`config.mk`:
```
export PLATFORM = sky130hd
export DESIGN_NAME = irq_ctrl
export DESIGN_NICKNAME = d
export VERILOG_FILES = /design/src/rtl/irq_ctrl_pkg.sv /design/src/rtl/irq_prio_enc.sv /design/src/rtl/irq_ctrl.sv
export SDC_FILE = /design/constraint.sdc
export NUM_CORES = 1
export LEC_CHECK = 0
export CORE_MARGIN = 2
export CORE_UTILIZATION = 35
export CTS_BUF_LIST = sky130_fd_sc_hd__clkbuf_2
export DETAILED_ROUTE_END_ITERATION = 10
export PLACE_DENSITY_LB_ADDON = 0.15
export SYNTH_ARGS = -nofsm -noshare
export SYNTH_HDL_FRONTEND = slang
export SYNTH_SLANG_ARGS = --single-unit
```
`constraint.sdc`:
```
create_clock -name clk -period 1.2 [get_ports clk]
set_input_delay 0.12 -clock clk [delete_from_list [all_inputs] [get_ports clk]]
set_output_delay 0.12 -clock clk [all_outputs]
set_load 0.05 [all_outputs]
```
`src/rtl/irq_ctrl_pkg.sv`:
```
// Shared constants and types for the interrupt controller.
package irq_ctrl_pkg;

  localparam int DEF_N_SRC   = 6;
  localparam int DEF_HOLDOFF = 4;

  // Word addresses of the register window
  localparam logic [31:0] ADDR_PEND = 32'h0000_7F20;
  localparam logic [31:0] ADDR_MASK = 32'h0000_7F24;
  localparam logic [31:0] ADDR_MODE = 32'h0000_7F28;
  localparam logic [31:0] ADDR_ID   = 32'h0000_7F2C;

  // Interrupt-line handshake with the CPU
  typedef enum logic [1:0] {
    ST_IDLE,
    ST_ASSERT,
    ST_HOLD
  } state_t;

endpackage

```
`src/rtl/irq_prio_enc.sv`:
```
// Lowest-index-wins priority encoder over the enabled pending sources.
module irq_prio_enc #(
  parameter int N = 6
) (
  input  logic [N-1:0] req,
  output logic         valid,
  output logic [2:0]   idx
);

  // Scan from the top down so the lowest set bit is the last one written
  always_comb begin
    valid = |req;
    idx   = 3'd0;
    for (int i = N - 1; i >= 0; i--) begin
      if (req[i]) idx = 3'(i);
    end
  end

endmodule

```
`src/rtl/irq_ctrl.sv`:
```
// Interrupt controller: pending/mask/mode registers on the CPU data bus,
// per-source edge or level capture, and a CPU interrupt line with holdoff.
module irq_ctrl
  import irq_ctrl_pkg::*;
#(
  parameter int N_SRC   = DEF_N_SRC,
  parameter int HOLDOFF = DEF_HOLDOFF
) (
  input  logic             clk,
  input  logic             reset,
  input  logic [N_SRC-1:0] src_irq,
  input  logic [31:0]      addr,
  input  logic [31:0]      wdata,
  input  logic [3:0]       byteen,
  output logic [31:0]      rdata,
  output logic             cpu_int
);

  // A holdoff of zero would never leave HOLD sensibly, so it behaves as one
  localparam int HOLD_EFF = (HOLDOFF < 1) ? 1 : HOLDOFF;
  localparam int CNT_W    = (HOLD_EFF > 1) ? $clog2(HOLD_EFF) : 1;
  localparam logic [CNT_W-1:0] HOLD_LOAD = CNT_W'(HOLD_EFF - 1);

  logic [31:0]      word_addr;
  logic             sel_pend, sel_mask, sel_mode, sel_id;
  logic             ack;
  logic [N_SRC-1:0] pend_reg, pend_next;
  logic [N_SRC-1:0] mask_reg, mode_reg, prev_reg;
  logic [N_SRC-1:0] set_vec, clr_vec, active;
  logic             any_active, id_valid;
  logic [2:0]       id_idx;
  state_t           state_reg, state_next;
  logic [CNT_W-1:0] cnt_reg, cnt_next;
  logic             int_reg;

  // Only byte lane 0 carries register bits, and upper data bits are don't-care
  logic unused_bits;
  assign unused_bits = &{1'b0, wdata[31:N_SRC], byteen[3:1]};

  assign word_addr = addr & 32'hFFFF_FFFC;
  assign sel_pend  = (word_addr == ADDR_PEND);
  assign sel_mask  = (word_addr == ADDR_MASK);
  assign sel_mode  = (word_addr == ADDR_MODE);
  assign sel_id    = (word_addr == ADDR_ID);
  assign ack       = sel_pend & byteen[0];

  generate
    for (genvar gi = 0; gi < N_SRC; gi++) begin : g_src
      // Edge sources fire on a 0->1 transition, level sources whenever high
      assign set_vec[gi] = mode_reg[gi] ? (src_irq[gi] & ~prev_reg[gi]) : src_irq[gi];
    end
  endgenerate

  // A new event on a bit wins over a simultaneous write-one-to-clear
  assign clr_vec    = ack ? wdata[N_SRC-1:0] : '0;
  assign pend_next  = (pend_reg & ~clr_vec) | set_vec;
  assign active     = pend_reg & mask_reg;
  assign any_active = |active;

  irq_prio_enc #(.N(N_SRC)) u_prio (
    .req   (active),
    .valid (id_valid),
    .idx   (id_idx)
  );

  // Interrupt handshake: raise, drop on acknowledge, then hold off briefly
  always_comb begin
    state_next = state_reg;
    cnt_next   = cnt_reg;
    case (state_reg)
      ST_IDLE: begin
        if (any_active) state_next = ST_ASSERT;
      end
      ST_ASSERT: begin
        if (ack) begin
          state_next = ST_HOLD;
          cnt_next   = HOLD_LOAD;
        end else if (!any_active) begin
          state_next = ST_IDLE;
        end
      end
      ST_HOLD: begin
        if (cnt_reg == '0) state_next = ST_IDLE;
        else               cnt_next   = cnt_reg - CNT_W'(1);
      end
      default: state_next = ST_IDLE;
    endcase
  end

  // Register file, source sampling and FSM state
  always_ff @(posedge clk) begin
    if (!reset) begin
      pend_reg  <= '0;
      mask_reg  <= '1;
      mode_reg  <= '0;
      prev_reg  <= '0;
      state_reg <= ST_IDLE;
      cnt_reg   <= '0;
      int_reg   <= 1'b0;
    end else begin
      pend_reg  <= pend_next;
      prev_reg  <= src_irq;
      state_reg <= state_next;
      cnt_reg   <= cnt_next;
      int_reg   <= (state_next == ST_ASSERT);
      if (sel_mask && byteen[0]) mask_reg <= wdata[N_SRC-1:0];
      if (sel_mode && byteen[0]) mode_reg <= wdata[N_SRC-1:0];
    end
  end

  assign cpu_int = int_reg;

  // Read mux: window registers, zero everywhere else
  always_comb begin
    rdata = 32'd0;
    if (sel_pend)      rdata = {{(32 - N_SRC){1'b0}}, pend_reg};
    else if (sel_mask) rdata = {{(32 - N_SRC){1'b0}}, mask_reg};
    else if (sel_mode) rdata = {{(32 - N_SRC){1'b0}}, mode_reg};
    else if (sel_id)   rdata = {28'd0, id_valid, id_idx};
  end

endmodule
```
==> flow_metrics.tcl, run 1 <==
# collected from the flow reports
set metrics [dict create \
    drcViolationCount 0 \
    seq_area_um2 598.1 \
    rsz0062_at_grt "true" \
    synth_flops 29 \
    edf_count 0 \
    layout-drive-gt1-share_pct 46.38 \
    cp.arrival_ns 1.85 \
    p_clk_mw 0.484 \
    p_per_area_nw_per_um2 738.5 \
    rows 25 \
    fin_crit_ns 1.967 \
    violations "setup timing" \
    final_cell_mix "39 x buf_4, 27 x nand2_1, 26 x conb_1" \
    path_max_fanout 3 \
    syn_to_final_growth_pct 70.60 \
    yosysUniqueCellTypes 41 \
    syn_area_per_cell_um2 8.915 \
    fin_ws_ns -0.7670 \
    power.group.top "sequential cells" \
    warnings 60 \
    async_flop_share_pct 0 \
    slowest_delay_ns 0.48 \
    swShare_pct 35.59 \
    drtPass1Iterations 4 \
    power_frac_comb_pct 32.3 \
    setup_viol 9 \
    htree_num_levels 2 \
    required_ns 1.08 \
    nets 380 \
    grt_pass1_wl_um 6762 \
    gp_congestion 0.7621 \
    final_common_cell "buf_4" \
    cts_tree "done" \
    antenna_found_initial 0 \
    die_w_um 75.38 \
    grt_pass1_vias 1523 \
    report.final.slew_viol_count 0 \
    io_pins 109 \
    cts_buffers 5 \
    status "complete, but fails checks" \
    clock_path_buffers 2 \
    core_area_um2 4817 \
    cap_viol_max_count 0 \
    common_cells "29 x dfxtp_1, 28 x nand2_1, 26 x buf_4, 20 x nor2_1, 16 x mux2i_1" \
    p_sw_mw 0.7995 \
]
-- run 1: final cells by class --
class                      instances  share of cell area [%]
multi-input combinational        159                   43.69
inverter                           4                  0.4936
timing repair buffer             104                   32.17
tap                               67                   2.756
clock inverter                     3                  0.4114
clock buffer                       5                  0.8227
sequential                        29                   19.66
-- run 1: through the flow --
step	cell area, um2	setup TNS [ns]
6_report	3042	-3.640
3_3_place_gp	2663	-17.76
3_5_place_dp	2663	-18.31
5_1_grt	3042	-4.898
2_1_floorplan	1912	-2.542
4_1_cts	2814	-3.459
-- run 1: layer usage --
layer  part of all wire [%]  global-route usage, %  routed length (um)
met5                      0                      0                   0
met4                    1.2                  5.653                  59
met2                     47                  26.86                2336
met3                    8.9                  5.159                 437
met1                     42                  19.39                2089
-- run 1: worst max-delay path: cells and delay by family, from the launching register on --
kind	cells	cell delay [ns]
muxes	1	0.48
DFF	1	0.37
and+or+nand+nor	2	0.26
AOI/OAI and AO/OA	1	0.22
buffers and inverters	1	0.14
-- run 1: cell families after synthesis --
kind of cell    synth area share (%)
compound gates                 12.84
buf+inv                        13.40
flops                          32.56
mux                            10.25
simple gates                   30.03
other cells                   0.2103
fa+ha+maj                     0.7016
-- run 1: what timing repair did --
action,CTS,global route
gates cloned,0,1
gates resized,76,75
setup buffers,5,9
setup endpoints to repair,29,27
pin swaps,13,25
-- run 1: final timing paths --
check / startpoint / end / slack (ns) / cells after the start
worst max-delay path: pend_reg[2] / rdata[3] / -0.77 / 5
worst min-delay path: src_irq[1] / prev_reg[1] / 0.31 / 2
worst max register to register: pend_reg[2] / state_reg[0] / -0.14 / 7
worst min register to register: mode_reg[2] / mode_reg[2] / 0.50 / 2
Run 1, M1 wires:
Drawn at 6 px/um. Supply wires on this layer in grey.
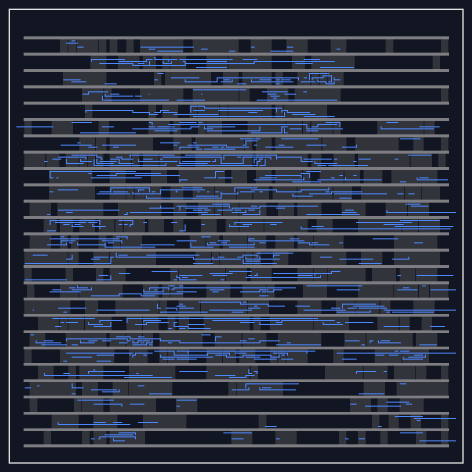
wire length on this layer: 2090 um
nets with wire on the layer: 293
share of all routed wire: 42%
DR vias: 1730
grt met1 use: 19.39%
Routed WL: 4922 um

Run 1, metal 2:
Drawn at 6 px/um.
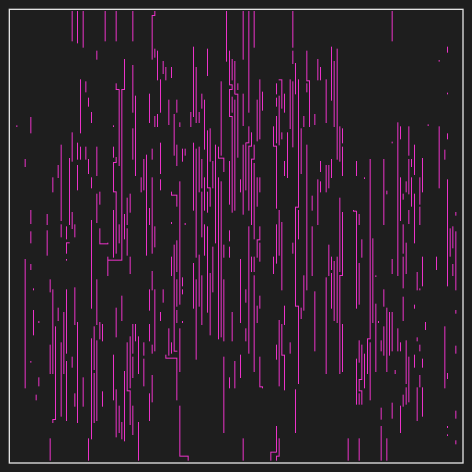
main direction: vertical
nets with wire on the layer: 310
share of all routed wire: 47%
wire length on this layer: 2340 um
longest straight run: 29.9 um
met2 GRT Util: 26.86%

Run 1, metal 3:
Drawn at 8 px/um.
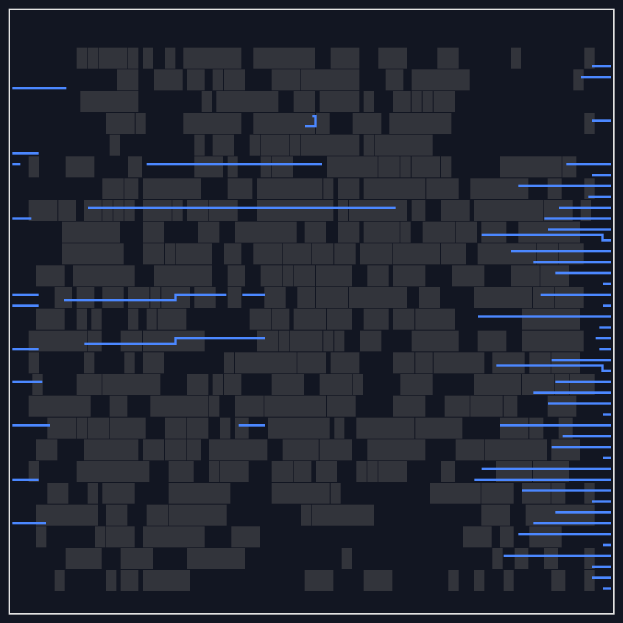
share of all routed wire: 8.9%
longest straight run: 38.2 um
main direction: horizontal
nets with wire on the layer: 57
wire length on this layer: 438 um
Global Route met3 Usage: 5.159%

Run 1, congestion heat map:
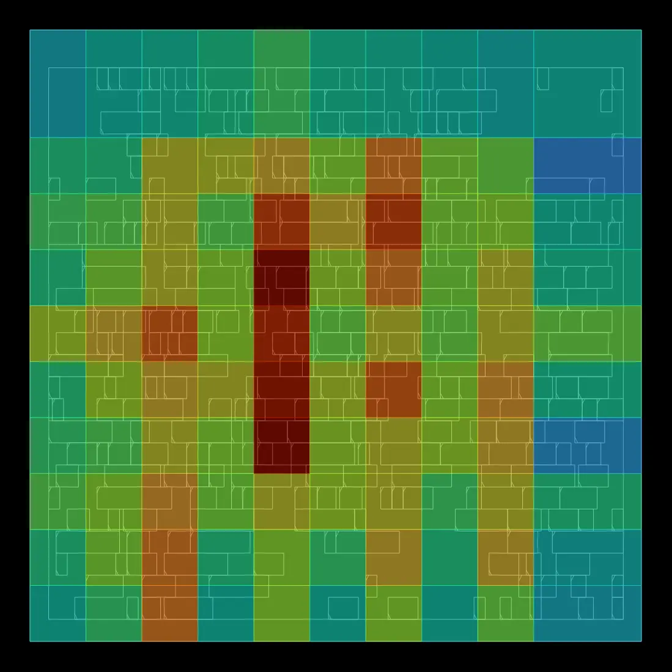
GR peak layer: met2
Final Util: 63.14%
Tot GR Track Use: 16.04%
Wirelength per Cell: 13.27 um

Run 1, clock wires, drivers and flops:
Drawn at 4 px/um.
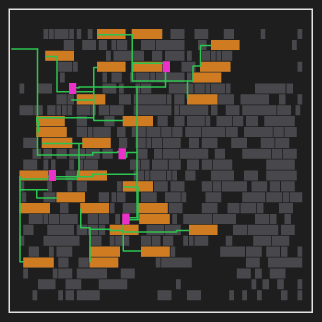

==> run 1 -> run 2 <==
Settings changed: MAX_ROUTING_LAYER from default to met4, RECOVER_POWER from default to 100.
Run 2, clock wires, drivers and flops:
Drawn at 4 px/um.
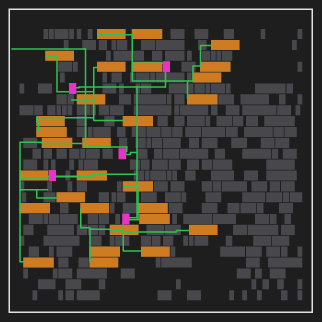
[flip-flops] orange | count: 29
[clock wires] green | length: 421 um
[clock drivers] magenta | count: 5
routed clock nets: 6

Run 2, M1 wires:
Drawn at 6 px/um. Supply wires on this layer in grey.
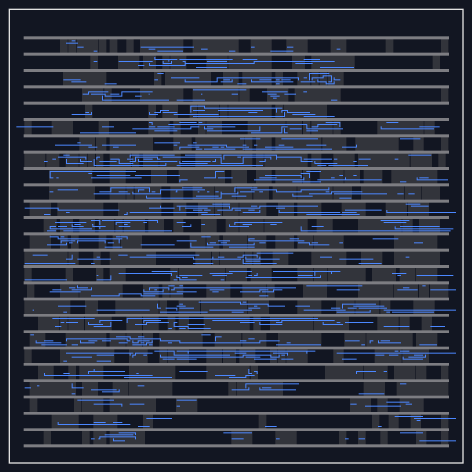
wire length on this layer: 2090 um
share of all routed wire: 43%
longest straight run: 31.7 um
main direction: horizontal
DR vias: 1739
Routed WL: 4909 um
grt met1 use: 19.47%

==> run 2 against run 1 <==
  * Critical endpoint unchanged
  * The run still ends with setup timing left
  * Die size unchanged
  * Non-clock buffer count unchanged
  * Critical path type unchanged
  * Largest power group unchanged
  * Setup slack improved by 0.0048 ns
  * Clock power decreased by 0.8%
  * Largest cell class unchanged
  * Routed wire length shrank 0.26%
  * Synthesized cell count stayed put
  * First-iteration DRC count increased by 29%
  * Clock skew is 0.0012 ns higher
==> flow_metrics.tcl, run 2 <==
# collected from the flow reports
set metrics [dict create \
    status "complete, but fails checks" \
    violations "setup timing" \
    syn_to_final_growth_pct 69.19 \
    report.final.slew_viol_count 0 \
    dr_wl_met2_um 2352 \
    fin_area_um2 3017 \
    use_met3_pct 5.159 \
    nets 380 \
    p_per_area_nw_per_um2 738.9 \
    cp.buffers_inverters 1 \
    met2_usage_pct 26.86 \
    hp-start "src_irq[1]" \
    wl_met3_um 407 \
    async_flop_share_pct 0 \
    finalClockPeriodUsage_pct 163.5 \
    core_area_um2 4817 \
    p_total_mw 2.229 \
    power_frac_comb_pct 32.0 \
    rows 25 \
    slowest_delay_ns 0.48 \
    drt-met1-wl_um 2092 \
    critical_path.startpoint "pend_reg[2]" \
    io_pins 109 \
    die_w_um 75.38 \
    rsz0062_at_grt "true" \
    htree_num_levels 2 \
    crit_family "multiplexers" \
    swShare_pct 35.62 \
    fin_crit_ns 1.962 \
    p_sw_mw 0.7940 \
    fin_ws_ns -0.7622 \
    cts_tree "done" \
    yosysUniqueCellTypes 41 \
    layout-drive-gt1-share_pct 45.72 \
    syn_area_per_cell_um2 8.915 \
    cap_viol_max_count 0 \
    final_cell_mix "36 x buf_4, 27 x nand2_1, 26 x conb_1" \
    gr-max-usage-layer "met2" \
    rr_startpoint "pend_reg[2]" \
    final_common_cell "buf_4" \
    cp.arrival_ns 1.84 \
    drcViolationCount 0 \
    path_max_fanout 3 \
    gp_congestion 0.7722 \
    p_leak_nw 1.281 \
    warnings 60 \
    required_ns 1.08 \
    clock_path_buffers 2 \
    antenna_found_initial 0 \
    p_int_mw 1.435 \
    edf_count 0 \
    ys.warnings.count 0 \
    cts_buffers 5 \
    topRoutingLayerUsed "met4" \
    postPlaceCellArea_um2 2663 \
    drtPass1Iterations 4 \
    setup_viol 16 \
]
Run 2, congestion heat map:
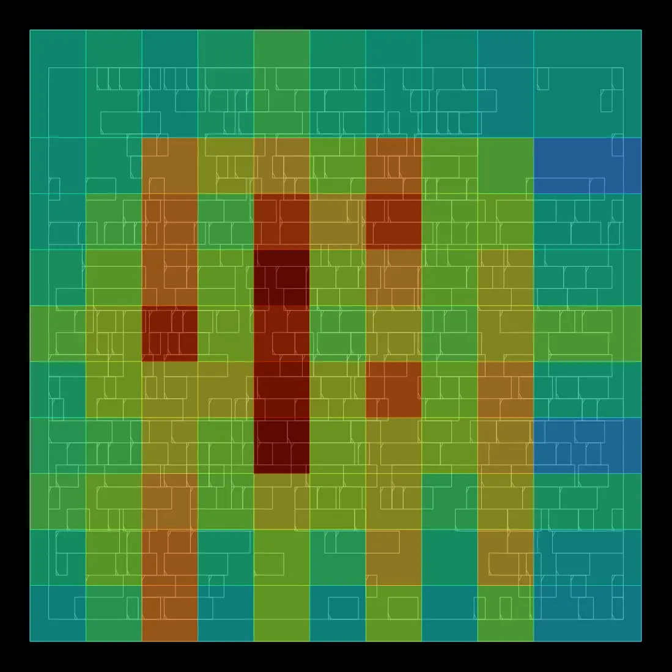
Final Util: 62.62%
Wirelength per Cell: 13.23 um
Tot GR Track Use: 16.56%

-- run 2: cell counts after synthesis --
No cell type changed its count.
-- run 2: final timing paths --
kind,cells past startpoint,slack (ns),to
worst min-delay path,2,0.32,prev_reg[1]
worst min register to register,2,0.50,mode_reg[2]
worst max-delay path,5,-0.76,rdata[3]
worst max register to register,7,-0.14,state_reg[0]
-- run 2: what timing repair did --
action | 4_1_cts | 5_1_grt
hold buffers | 0 | 0
setup endpoints to repair | 29 | 27
gates cloned | 0 | 1
gates resized | 76 | 75
pin swaps | 13 | 25
setup buffers | 5 | 9
-- run 2: stage by stage --
step | util, % | setup TNS (ns) | instances
floorplan | - | -2.542 | 225
global placement | 55.27 | -17.76 | 350
detailed placement | 55.27 | -18.31 | 350
CTS | 58.42 | -3.459 | 363
global route | 62.62 | -5.354 | 371
finish | 62.62 | -3.722 | 371
-- run 2: kinds of logic after synthesis --
group                      share of synthesized area (%)
and+or+nand+nor                                    30.03
buffers and inverters                              13.40
AOI/OAI and AO/OA                                  12.84
DFF                                                32.56
muxes                                              10.25
adders and majority gates                         0.7016
other                                             0.2103
-- run 2: layout make-up --
cell class / instances / area, um2 / area share, %
flip-flops and latches: 29 / 598.1 / 19.83
inverters: 4 / 15.01 / 0.4977
multi-input cells: 159 / 1329 / 44.05
clock buffers: 5 / 25.02 / 0.8295
well taps: 67 / 83.83 / 2.779
repair buffers: 104 / 953.4 / 31.61
clock inverters: 3 / 12.51 / 0.4148
-- run 2: power by group through the flow --
stage	clock, mW	sequential [mW]	combinational (mW)
2_1_floorplan	0	1.05	0.410
3_3_place_gp	0	1.04	0.641
3_5_place_dp	0	1.04	0.648
4_1_cts	0.490	1.03	0.652
5_1_grt	0.535	1.04	0.760
6_report	0.480	1.04	0.714
Power is estimated from default activity; no workload was simulated.
